File: src/rtl/result_serializer.sv
// result_serializer: FIFO-buffered MSB-first bit serializer for result words with a set-completion pulse
module result_serializer #(
    parameter int DATA_W = 20,
    parameter int DEPTH  = 4
) (
    input  logic              clk,
    input  logic              rst_n,
    input  logic              res_valid,
    input  logic [DATA_W-1:0] res_data,
    input  logic              res_last,
    output logic              res_ready,
    output logic              out_valid,
    output logic              out_value,
    output logic              done
);
    localparam int AW = $clog2(DEPTH);
    localparam int CW = $clog2(DATA_W);
    localparam logic [AW:0] FULL = (AW+1)'(DEPTH);

    typedef enum logic {IDLE, SHIFT} state_t;

    state_t            state_q, state_d;
    logic [DATA_W-1:0] mem_q [DEPTH];
    logic [DEPTH-1:0]  mem_last_q;
    logic [AW-1:0]     wr_ptr_q, wr_ptr_d, rd_ptr_q, rd_ptr_d;
    logic [AW:0]       count_q, count_d;
    logic [DATA_W-1:0] shift_q, shift_d;
    logic [CW-1:0]     bit_cnt_q, bit_cnt_d;
    logic              cur_last_q, cur_last_d, done_q, done_d;
    logic              push, pop;

    // rst_n is active-high; all outputs are held quiet while it is asserted
    assign res_ready = !rst_n && (count_q < FULL);
    assign out_valid = !rst_n && (state_q == SHIFT);
    assign out_value = out_valid && shift_q[DATA_W-1];
    assign done      = !rst_n && done_q;

    // Next state: load a new word whenever idle or on the last bit, so words stream without gaps
    always_comb begin
        push       = res_valid && res_ready;
        pop        = (count_q != '0) && (state_q == IDLE || bit_cnt_q == '0);
        state_d    = state_q;
        shift_d    = shift_q;
        bit_cnt_d  = bit_cnt_q;
        cur_last_d = cur_last_q;
        done_d     = (state_q == SHIFT) && (bit_cnt_q == '0) && cur_last_q;
        wr_ptr_d   = wr_ptr_q + AW'(push);
        rd_ptr_d   = rd_ptr_q + AW'(pop);
        count_d    = count_q + (AW+1)'(push) - (AW+1)'(pop);
        if (pop) begin
            state_d    = SHIFT;
            shift_d    = mem_q[rd_ptr_q];
            bit_cnt_d  = CW'(DATA_W - 1);
            cur_last_d = mem_last_q[rd_ptr_q];
        end else if (state_q == SHIFT) begin
            shift_d   = {shift_q[DATA_W-2:0], 1'b0};
            bit_cnt_d = bit_cnt_q - CW'(1);
            state_d   = (bit_cnt_q == '0) ? IDLE : SHIFT;
        end
    end

    // State, pointer and shifter registers
    always_ff @(posedge clk) begin
        if (rst_n) begin
            state_q    <= IDLE;
            wr_ptr_q   <= '0;
            rd_ptr_q   <= '0;
            count_q    <= '0;
            shift_q    <= '0;
            bit_cnt_q  <= '0;
            cur_last_q <= 1'b0;
            done_q     <= 1'b0;
        end else begin
            state_q    <= state_d;
            wr_ptr_q   <= wr_ptr_d;
            rd_ptr_q   <= rd_ptr_d;
            count_q    <= count_d;
            shift_q    <= shift_d;
            bit_cnt_q  <= bit_cnt_d;
            cur_last_q <= cur_last_d;
            done_q     <= done_d;
        end
    end

    // FIFO storage; contents need no reset because occupancy is tracked by count_q
    always_ff @(posedge clk) begin
        if (push) begin
            mem_q[wr_ptr_q]      <= res_data;
            mem_last_q[wr_ptr_q] <= res_last;
        end
    end
endmodule

File: config.mk
export PLATFORM = sky130hd
export DESIGN_NAME = result_serializer
export DESIGN_NICKNAME = d
export VERILOG_FILES = /design/src/rtl/result_serializer.sv
export SDC_FILE = /design/constraint.sdc
export NUM_CORES = 1
export LEC_CHECK = 0
export CORE_MARGIN = 5
export CORE_UTILIZATION = 59
export DETAILED_ROUTE_END_ITERATION = 10
export PLACE_DENSITY = 0.79
export SLEW_MARGIN = 5
export SYNTH_ARGS = -nofsm -noshare
export SYNTH_HDL_FRONTEND = slang
export SYNTH_SLANG_ARGS = --single-unit
File: constraint.sdc
create_clock -name clk -period 4.3 [get_ports clk]
set_input_delay 0.86 -clock clk [delete_from_list [all_inputs] [get_ports clk]]
set_output_delay 0.86 -clock clk [all_outputs]
set_load 0.005 [all_outputs]
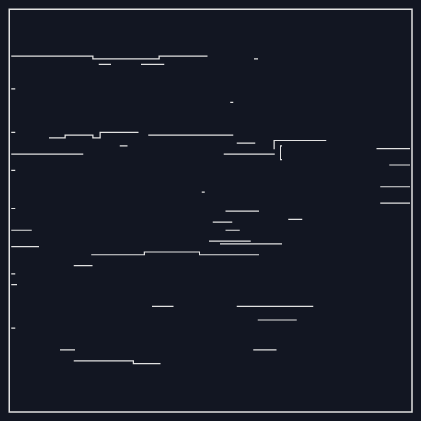
Run 1: signal wires on met3
Drawn at 4 px/um.
wire length on this layer: 360 um
nets with wire on the layer: 27

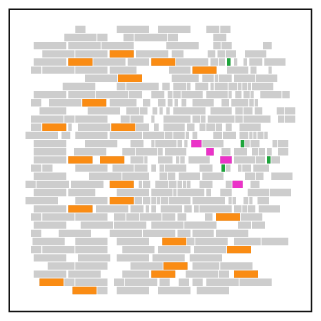
Run 1: logic cells by family
Drawn at 3 px/um.
legend:
  nand cells:
    colour: green
    cells: 4
    where: right middle
  non-inverting ao/oa cells:
    colour: magenta
    cells: 4
  mux cells:
    colour: orange
    cells: 21

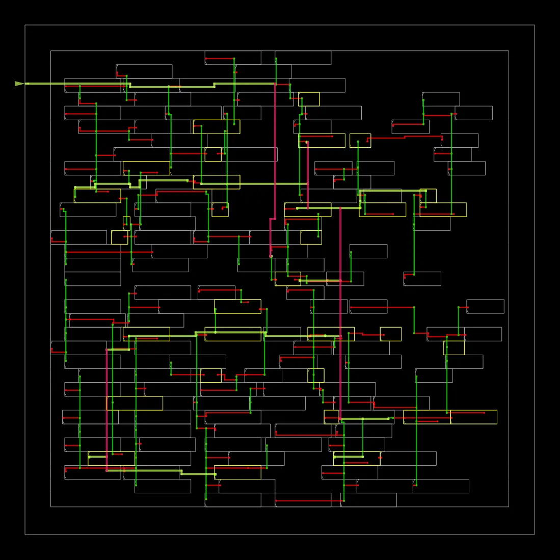
Run 1: the clock network
# clock sinks: 119
number of clock buffers in the layout: 17
Flop Count: 119
later-pin clock latency in the skew report: 0.52 ns

==> impl_metrics.toml, run 1 <==
# synthesis and place-and-route metrics
[clock_tree]
ctsResizeCount = 0
clkTransAtPathRegs_ns = 0.06
ctsHtreeMaxLevel = 4
cts_buffers = 17
post-cts-setup-buffers = 0
cts.path.max_buffers = 2

[route]
drcViolationCount = 0
post_drt_via_cell_ratio = 5.84

[sta]
grt_setup_unrepaired = "no"
totalNegativeSetupSlack_ns = 0
max_slew.worst_pin.slew_ns = 1.17
drv_slew = 0

[global_routing]
antenna_found_initial = 0
grt_overflow = 0
groute.usage.overall = 0.199

[floorplan]
dieWidth_um = 100
dieArea_mm2 = 0.0101
fp-utilization = 0.594

[status]
status = "completed"

[placed_design]
gp_congestion = 0.713
hpwl_detailed_um = 5020

[pwr]
leakagePower_nw = 1.95
power.share.clock = 0.356
comb_power_share = 0.264
power_leader = "sequential cells"
fraction_of_power_spent_switching_nets = 0.323

[run]
log.warning_count = 26
max_cap_violations = 0

[synth]
yosys-top-cells-area = "sky130_fd_sc_hd__edfxtp_1, sky130_fd_sc_hd__dfxtp_1, sky130_fd_sc_hd__mux4_2"
netlist_area_mm2 = 0.00481
synth_nets = 330
count_of_mapped_cells_out_of_synthesis = 300
synth-async-reset-ratio = 0
synth.most_common_cell = "sky130_fd_sc_hd__edfxtp_1"
top_area_frac = 0.524
edff_count_synth = 84
synth.lib_cells_used.distinct = 39
number_of_flip_flops_and_latches_in_the_synthesized_netlist = 119
ys_warn_count = 0
flip_flop_cell_with_the_highest_count_after_synthesis = "sky130_fd_sc_hd__edfxtp_1"
netlist.top_cell.by_area = "sky130_fd_sc_hd__edfxtp_1"

[setup_path]
critPathRequiredTime_ns = 3.44
arrival_ns = 2.43

[min_path]
hp-class = "flop to flop"

[final_layout]
num_antenna_cells = 0
## run 1: kinds of logic after synthesis
logic type      synth area share
flops                      0.670
compound gates             0.118
buf+inv                   0.0414
simple gates              0.0440
mux                       0.0983
xor+xnor                  0.0109
fa+ha+maj                 0.0172
## run 1: layer usage
metal  share of wire  wire, um  GRT usage  vias to the layer above
li1                -         -          -                     1246
met1            0.43      3750      0.246                     1338
met2            0.52      4560      0.326                       60
met3           0.041       360     0.0674                       14
met4           0.015       134     0.0705                        0
met5               0         0          0                        -
## run 1: state kept, by name (all words and copies together) (netlist names)
signal and flops:
wr_ptr_q 2, done_q 1, mem_last_q 4, bit_cnt_q 5
state_q 1, shift_q 20, rd_ptr_q 2, cur_last_q 1
count_q 3, mem_q 80
## run 1: placed cells by master (no fill, tap or decap), types with 2 or more instances in the layout
master	Yosys	layout
sky130_fd_sc_hd__o21ai_1	2	2
sky130_fd_sc_hd__xnor2_1	3	3
sky130_fd_sc_hd__bufinv_16	0	2
sky130_fd_sc_hd__nor2b_1	5	5
sky130_fd_sc_hd__edfxtp_1	84	84
sky130_fd_sc_hd__inv_1	26	26
sky130_fd_sc_hd__inv_8	0	6
sky130_fd_sc_hd__clkbuf_16	0	16
sky130_fd_sc_hd__nor3_1	4	3
sky130_fd_sc_hd__mux4_2	21	21
sky130_fd_sc_hd__ha_1	5	5
sky130_fd_sc_hd__a21oi_1	3	3
sky130_fd_sc_hd__clkdlybuf4s50_1	0	27
sky130_fd_sc_hd__inv_6	0	4
sky130_fd_sc_hd__o21ai_0	17	17
sky130_fd_sc_hd__dfxtp_1	35	35
sky130_fd_sc_hd__nand2_1	4	4
sky130_fd_sc_hd__nor2_1	7	7
sky130_fd_sc_hd__a21oi_2	2	2
sky130_fd_sc_hd__buf_4	2	10
sky130_fd_sc_hd__and3_1	4	4
sky130_fd_sc_hd__xor2_1	3	3
sky130_fd_sc_hd__a211oi_1	19	19
sky130_fd_sc_hd__nor3b_2	0	2
sky130_fd_sc_hd__a211oi_2	20	20
## run 1: worst paths after layout
check             depth (start not counted)          end          from  slack, ns
setup reg to reg                         13   count_q[2]  bit_cnt_q[0]       1.26
setup / recovery                          5    out_value         rst_n       1.01
hold / removal                            2  shift_q[10]    shift_q[9]       0.45
hold reg to reg                           2  shift_q[10]    shift_q[9]       0.45
## run 1: stage by stage
stage               hold slack [ns]  instances  total power, W  instance area, um^2   util
floorplan                     0.427        300         0.00235                 4810      -
global placement              0.435        423         0.00255                 5210  0.643
detailed placement            0.439        423         0.00258                 5210  0.643
CTS                           0.454        455         0.00401                 5800  0.717
global route                  0.474        455         0.00420                 5800  0.717
finish                        0.452        455         0.00399                 5800  0.717
## run 1: critical path, cell delays in order
cell and delay, ns:
sky130_fd_sc_hd__clkdlybuf4s50_1 0.54, sky130_fd_sc_hd__inv_1 0.10, sky130_fd_sc_hd__buf_4 0.23, sky130_fd_sc_hd__and3_1 0.19
sky130_fd_sc_hd__clkdlybuf4s50_1 0.50
## run 1: cell type report
class | instances | area, um^2
tap | 105 | 131
multi-input combinational | 136 | 1410
clock inverter | 15 | 183
fill | 530 | 2290
inverter | 26 | 97.6
timing repair buffer | 37 | 345
sequential | 119 | 3220
clock buffer | 17 | 414
Run 1, clock network drawn from the DEF:
Drawn at 4 px/um.
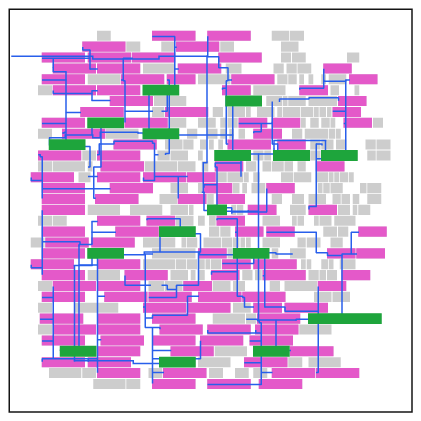

==> inputs of run 2 (changes only) <==
==> constraint.sdc (replaced) <==
create_clock -name clk -period 3.05 [get_ports clk]
set_input_delay 0.61 -clock clk [delete_from_list [all_inputs] [get_ports clk]]
set_output_delay 0.61 -clock clk [all_outputs]
set_load 0.005 [all_outputs]
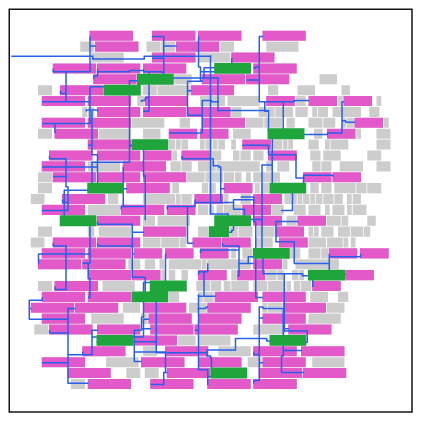
Run 2: clock network drawn from the DEF
Drawn at 4 px/um.
legend:
  clock-net drivers:
    colour: green
    count: 17
  flip-flops:
    colour: magenta
    count: 119
  clock wires:
    colour: blue
    length: 1370 um
routed clock nets: 18

==> impl_metrics.toml, run 2 <==
# synthesis and place-and-route metrics
[floorplan]
dieArea_mm2 = 0.0101
dieWidth_um = 100
core_area_mm2 = 0.00809
fp-utilization = 0.594
ios = 28

[synth]
count_of_mapped_cells_out_of_synthesis = 300
number_of_flip_flops_and_latches_in_the_synthesized_netlist = 119
yosys-top-cells-area = "sky130_fd_sc_hd__edfxtp_1, sky130_fd_sc_hd__dfxtp_1, sky130_fd_sc_hd__mux4_2"
synth-async-reset-ratio = 0
top_area_frac = 0.524
yosys_cell_count = 300
netlist_area_mm2 = 0.00481
flip_flop_cell_with_the_highest_count_after_synthesis = "sky130_fd_sc_hd__edfxtp_1"
synth.most_common_cell = "sky130_fd_sc_hd__edfxtp_1"
ys_warn_count = 0
synth_nets = 330
synth.lib_cells_used.distinct = 39
netlist.top_cell.by_area = "sky130_fd_sc_hd__edfxtp_1"
edff_count_synth = 84

[sta]
grt_setup_unrepaired = "no"
max_slew.worst_pin.slew_ns = 0.932
totalNegativeSetupSlack_ns = 0
setup_ws_ns = 0.189
finalClockPeriodUsage = 0.938
max_clock_freq_mhz = 349
drv_slew = 0
setup_viol = 0

[setup_path]
source_of_the_worst_register_to_register_timing_path = "bit_cnt_q[0]"
arrival_ns = 3.30
worstReg2RegEnd = "count_q[2]"
critPathRequiredTime_ns = 3.49
setup.worst_path.end = "count_q[2]"
reg2regPathDepth = 12
r2r_setup_slack_ns = 0.19
worst_setup_path_startpoint = "bit_cnt_q[0]"

[final_layout]
largestRegisters = "mem_q x80, shift_q x20, bit_cnt_q x5"
final_common_cell = "sky130_fd_sc_hd__edfxtp_1"
top_register = "mem_q"
nNetsFinal = 370
num_antenna_cells = 0
most-common-layout-cells = "sky130_fd_sc_hd__edfxtp_1, sky130_fd_sc_hd__dfxtp_1, sky130_fd_sc_hd__clkdlybuf4s50_1"
largest_reg_flops = 80
final_core_utilization = 0.717

[clock_tree]
cts_sinks = 119
ctsResizeCount = 0
clkTransAtPathRegs_ns = 0.06
clock_tree_from_tritoncts = "built"
cts_buffers = 17
post-cts-setup-buffers = 0
ctsHtreeMaxLevel = 4
cts.path.max_buffers = 2
insertion_delay_ns = 0.51

[placed_design]
hpwl_detailed_um = 5180
number_of_i_o_port_buffers = 27
gp_congestion = 0.731

[route]
top_layer_used = "met4"
post_drt_via_cell_ratio = 5.95
drcViolationCount = 0
met3_wirelength_um = 554
met2RoutedLength_um = 4620
route.layer.met1.wl_um = 3800

[pwr]
fraction_of_power_spent_switching_nets = 0.310
power_switching_w = 0.00173
total_power_w = 0.00559
comb_power_share = 0.276
leakagePower_nw = 1.96
power.density_cell_area_mw_per_mm2 = 962
power.share.clock = 0.344

[global_routing]
antenna_found_initial = 0
groute.usage.overall = 0.204
grt_overflow = 0
grt_pass1_vias = 2872

[run]
max_cap_violations = 0
log.warning_count = 26

[min_path]
hp-class = "flop to flop"

[status]
status = "completed"
## run 2: cell counts after synthesis
Identical to the previous run, type by type.
## run 2: power groups by stage
stage	clock [W]	sequential [W]	combinational (W)
finish	0.00192	0.00213	0.00154
global route	0.00203	0.00215	0.00168
CTS	0.00194	0.00212	0.00155
detailed placement	0	0.00215	0.00151
global placement	0	0.00214	0.00147
floorplan	0	0.00209	0.00122
## run 2: worst min-delay path by stage
stage,start,to,slack [ns],cells after the start
6_report,shift_q[18],shift_q[19],0.45,2
5_1_grt,shift_q[3],shift_q[4],0.47,2
4_1_cts,shift_q[18],shift_q[19],0.45,2
3_5_place_dp,shift_q[9],shift_q[10],0.44,2
3_3_place_gp,shift_q[9],shift_q[10],0.43,2
2_1_floorplan,shift_q[17],shift_q[18],0.43,2
## run 2: final cells by class
class                           instances  area, um^2
Clock inverter                         14         158
Fill cell                             499        2290
Tap cell                              105         131
Clock buffer                           18         418
Multi-Input combinational cell        136        1410
Sequential cell                       119        3220
Timing Repair Buffer                   40         368
Inverter                               26        97.6
## run 2: worst max-delay path, stage by stage, from the launching register on
cell	delay (ns)
sky130_fd_sc_hd__dfxtp_1	0.34
sky130_fd_sc_hd__inv_1	0.07
sky130_fd_sc_hd__ha_1	0.20
sky130_fd_sc_hd__or4b_1	0.51
sky130_fd_sc_hd__a21oi_2	0.32
sky130_fd_sc_hd__ha_1	0.28
sky130_fd_sc_hd__inv_1	0.05
sky130_fd_sc_hd__ha_1	0.14
sky130_fd_sc_hd__inv_1	0.05
sky130_fd_sc_hd__fa_1	0.37
sky130_fd_sc_hd__xor2_1	0.16
sky130_fd_sc_hd__and2_1	0.17
sky130_fd_sc_hd__nor3_1	0.12
## run 2: cell families after synthesis
family,share of synthesized area
buffers and inverters,0.0414
AND/OR/NAND/NOR,0.0440
XOR/XNOR,0.0109
flip-flops,0.670
adder cells (fa/ha/maj),0.0172
AND-OR/OR-AND,0.118
multiplexers,0.0983
## run 2: per-stage QoR
step	hold WS (ns)	area (um^2)	cells
final	0.452	5800	458
after global routing	0.467	5800	458
after CTS	0.453	5800	458
after detailed placement	0.439	5230	426
after global placement	0.435	5230	426
after floorplan	0.427	4820	300
## run 2: per-layer routing
metal	global-route usage	vias to the layer above
li1	-	1252
met1	0.265	1358
met2	0.321	101
met3	0.0570	16
met4	0.0922	0
met5	0	-
Run 2, the clock network:
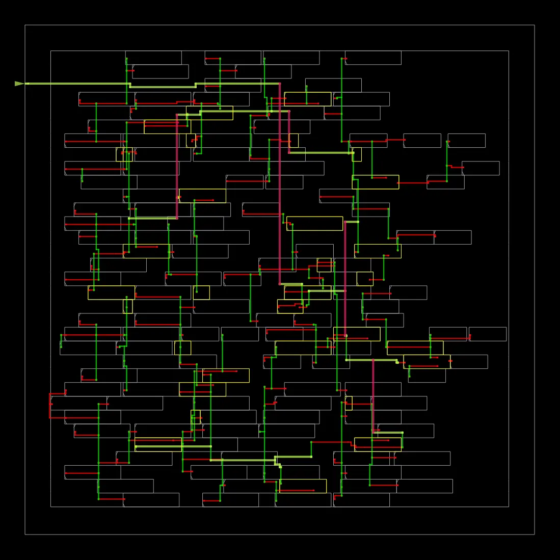

==> inputs of run 3 (changes only) <==
--- a/config.mk
+++ b/config.mk
@@ -8,6 +8,7 @@
 export CORE_MARGIN = 5
 export CORE_UTILIZATION = 59
 export DETAILED_ROUTE_END_ITERATION = 10
+export GPL_TIMING_DRIVEN = 0
 export PLACE_DENSITY = 0.79
 export SLEW_MARGIN = 5
 export SYNTH_ARGS = -nofsm -noshare
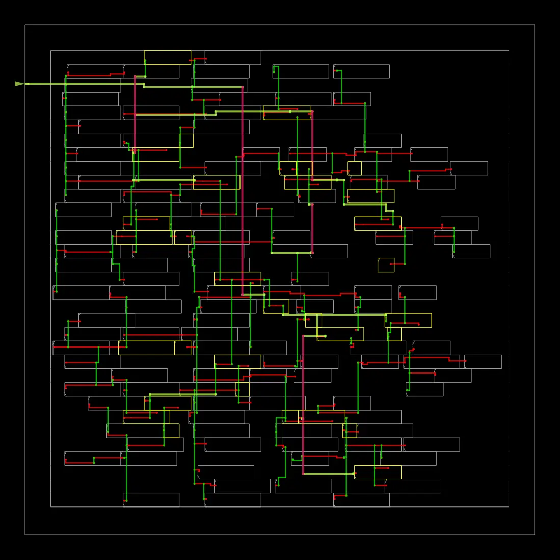
Run 3: the clock network
power consumed by the clock network: 0.00193 W
Clock Skew: 0.0129 ns
clock buffer count from CTS: 17

==> impl_metrics.toml, run 3 <==
# synthesis and place-and-route metrics
[sta]
finalClockPeriodUsage = 0.925
setup_ws_ns = 0.229
setup_viol = 0
max_slew.worst_pin.slew_ns = 1.09
max_clock_freq_mhz = 354
drv_slew = 0
final.hold.worst_slack_ns = 0.456

[setup_path]
reg2regPathDepth = 13
arrival_ns = 2.21
slowest_stage = "sky130_fd_sc_hd__clkdlybuf4s50_1"
crit_cells = 4
worstPathBufferInverterCount = 3
critical-path-top-delay-family = "buffers and inverters"
largest_stage_delay_on_the_critical_path_ns = 0.50
critPathRequiredTime_ns = 2.44

[clock_tree]
clkTransAtPathRegs_ns = 0.06
insertion_delay_ns = 0.52
clock_tree_from_tritoncts = "built"
ctsHtreeMaxLevel = 4
cts_sinks = 119
cts.path.max_buffers = 2

[final_layout]
top_register = "mem_q"
most-common-layout-cells = "sky130_fd_sc_hd__edfxtp_1, sky130_fd_sc_hd__dfxtp_1, sky130_fd_sc_hd__inv_1, sky130_fd_sc_hd__clkdlybuf4s50_1, sky130_fd_sc_hd__mux4_2"
num_antenna_cells = 0
layoutNonFillerInstCount = 467
largest_reg_flops = 80
final_common_cell = "sky130_fd_sc_hd__edfxtp_1"
largestRegisters = "mem_q x80, shift_q x20, bit_cnt_q x5"

[synth]
flip_flop_cell_with_the_highest_count_after_synthesis = "sky130_fd_sc_hd__edfxtp_1"
synth-async-reset-ratio = 0
yosys-top-cells-area = "sky130_fd_sc_hd__edfxtp_1, sky130_fd_sc_hd__dfxtp_1, sky130_fd_sc_hd__mux4_2"
synth_nets = 330
edff_count_synth = 84
ys_warn_count = 0
yosys_cell_count = 300
count_of_mapped_cells_out_of_synthesis = 300
synth.lib_cells_used.distinct = 39
number_of_flip_flops_and_latches_in_the_synthesized_netlist = 119
synth.most_common_cell = "sky130_fd_sc_hd__edfxtp_1"

[global_routing]
grt_pass1_vias = 2861
groute.usage.overall = 0.205
antenna_found_initial = 0
grt_overflow = 0

[status]
status = "completed"

[route]
post_drt_via_cell_ratio = 5.83
drcViolationCount = 0

[min_path]
whs_path_cells = 2
hp-class = "flop to flop"

[floorplan]
fp-utilization = 0.594
core_area_mm2 = 0.00809
dieWidth_um = 100
ios = 28

[run]
max_cap_violations = 0
log.warning_count = 26

[placed_design]
gp_congestion = 0.815
hpwl_detailed_um = 5800
post-place-cells = 435
dpl_cell_area_mm2 = 0.00527
[run 3: cell counts after synthesis]
No cell type changed its count.
[run 3: area by class of cell]
type,count,area (um^2)
Buffer,19,105
Clock buffer,17,414
Inverter,26,97.6
Tap cell,105,131
Timing Repair Buffer,30,305
Multi-Input combinational cell,136,1420
Clock inverter,15,168
Sequential cell,119,3220
Fill cell,506,2230
[run 3: where the power goes]
group / switching [W] / internal (W)
Combinational: 0.000898 / 0.000711
Sequential: 0.000149 / 0.00196
Clock: 0.000754 / 0.00118
Total: 0.00180 / 0.00384
[run 3: what timing repair did]
action / in CTS / in global routing
cloned: 0 / 0
buffers inserted: 0 / 0
setup endpoints to repair: 1 / 1
pin swaps: 0 / 0
gates resized: 1 / 2
[run 3: cell families (layout without fill, tap and decap cells)]
group	Yosys count	count (layout)	share of synthesized area
adder cells (fa/ha/maj)	6	6	0.0172
flip-flops	119	119	0.670
buffers and inverters	45	107	0.0414
XOR/XNOR	6	6	0.0109
multiplexers	21	21	0.0983
AND-OR/OR-AND	68	68	0.118
AND/OR/NAND/NOR	35	35	0.0440
[run 3: tightest hold or removal path, stage by stage, from the launching register on]
cell	delay, ns
sky130_fd_sc_hd__dfxtp_1	0.31
sky130_fd_sc_hd__inv_1	0.05
sky130_fd_sc_hd__a211oi_1	0.05
[run 3: worst paths after layout]
kind,startpoint,to,slack [ns]
hold reg to reg,shift_q[12],shift_q[13],0.46
setup reg to reg,bit_cnt_q[0],count_q[2],0.25
setup / recovery,state_q,out_value,0.23
hold / removal,shift_q[12],shift_q[13],0.46
[run 3: through the flow]
stage / total power (W) / utilization / TNS (ns)
after floorplan: 0.00331 / - / 0
after global placement: 0.00364 / 0.644 / -31.49
after detailed placement: 0.00370 / 0.652 / 0
after global routing: 0.00594 / 0.725 / 0
final: 0.00565 / 0.725 / 0
after CTS: 0.00566 / 0.724 / 0
[run 3: routing by layer]
metal / routed length, um / up-vias / global-route usage
met5: 0 / - / 0
met2: 4490 / 92 / 0.315
met4: 185 / 0 / 0.0964
met3: 610 / 16 / 0.0598
met1: 3930 / 1345 / 0.271
li1: - / 1268 / -
Power figures rest on the tool's default switching activity, not on a simulated workload.
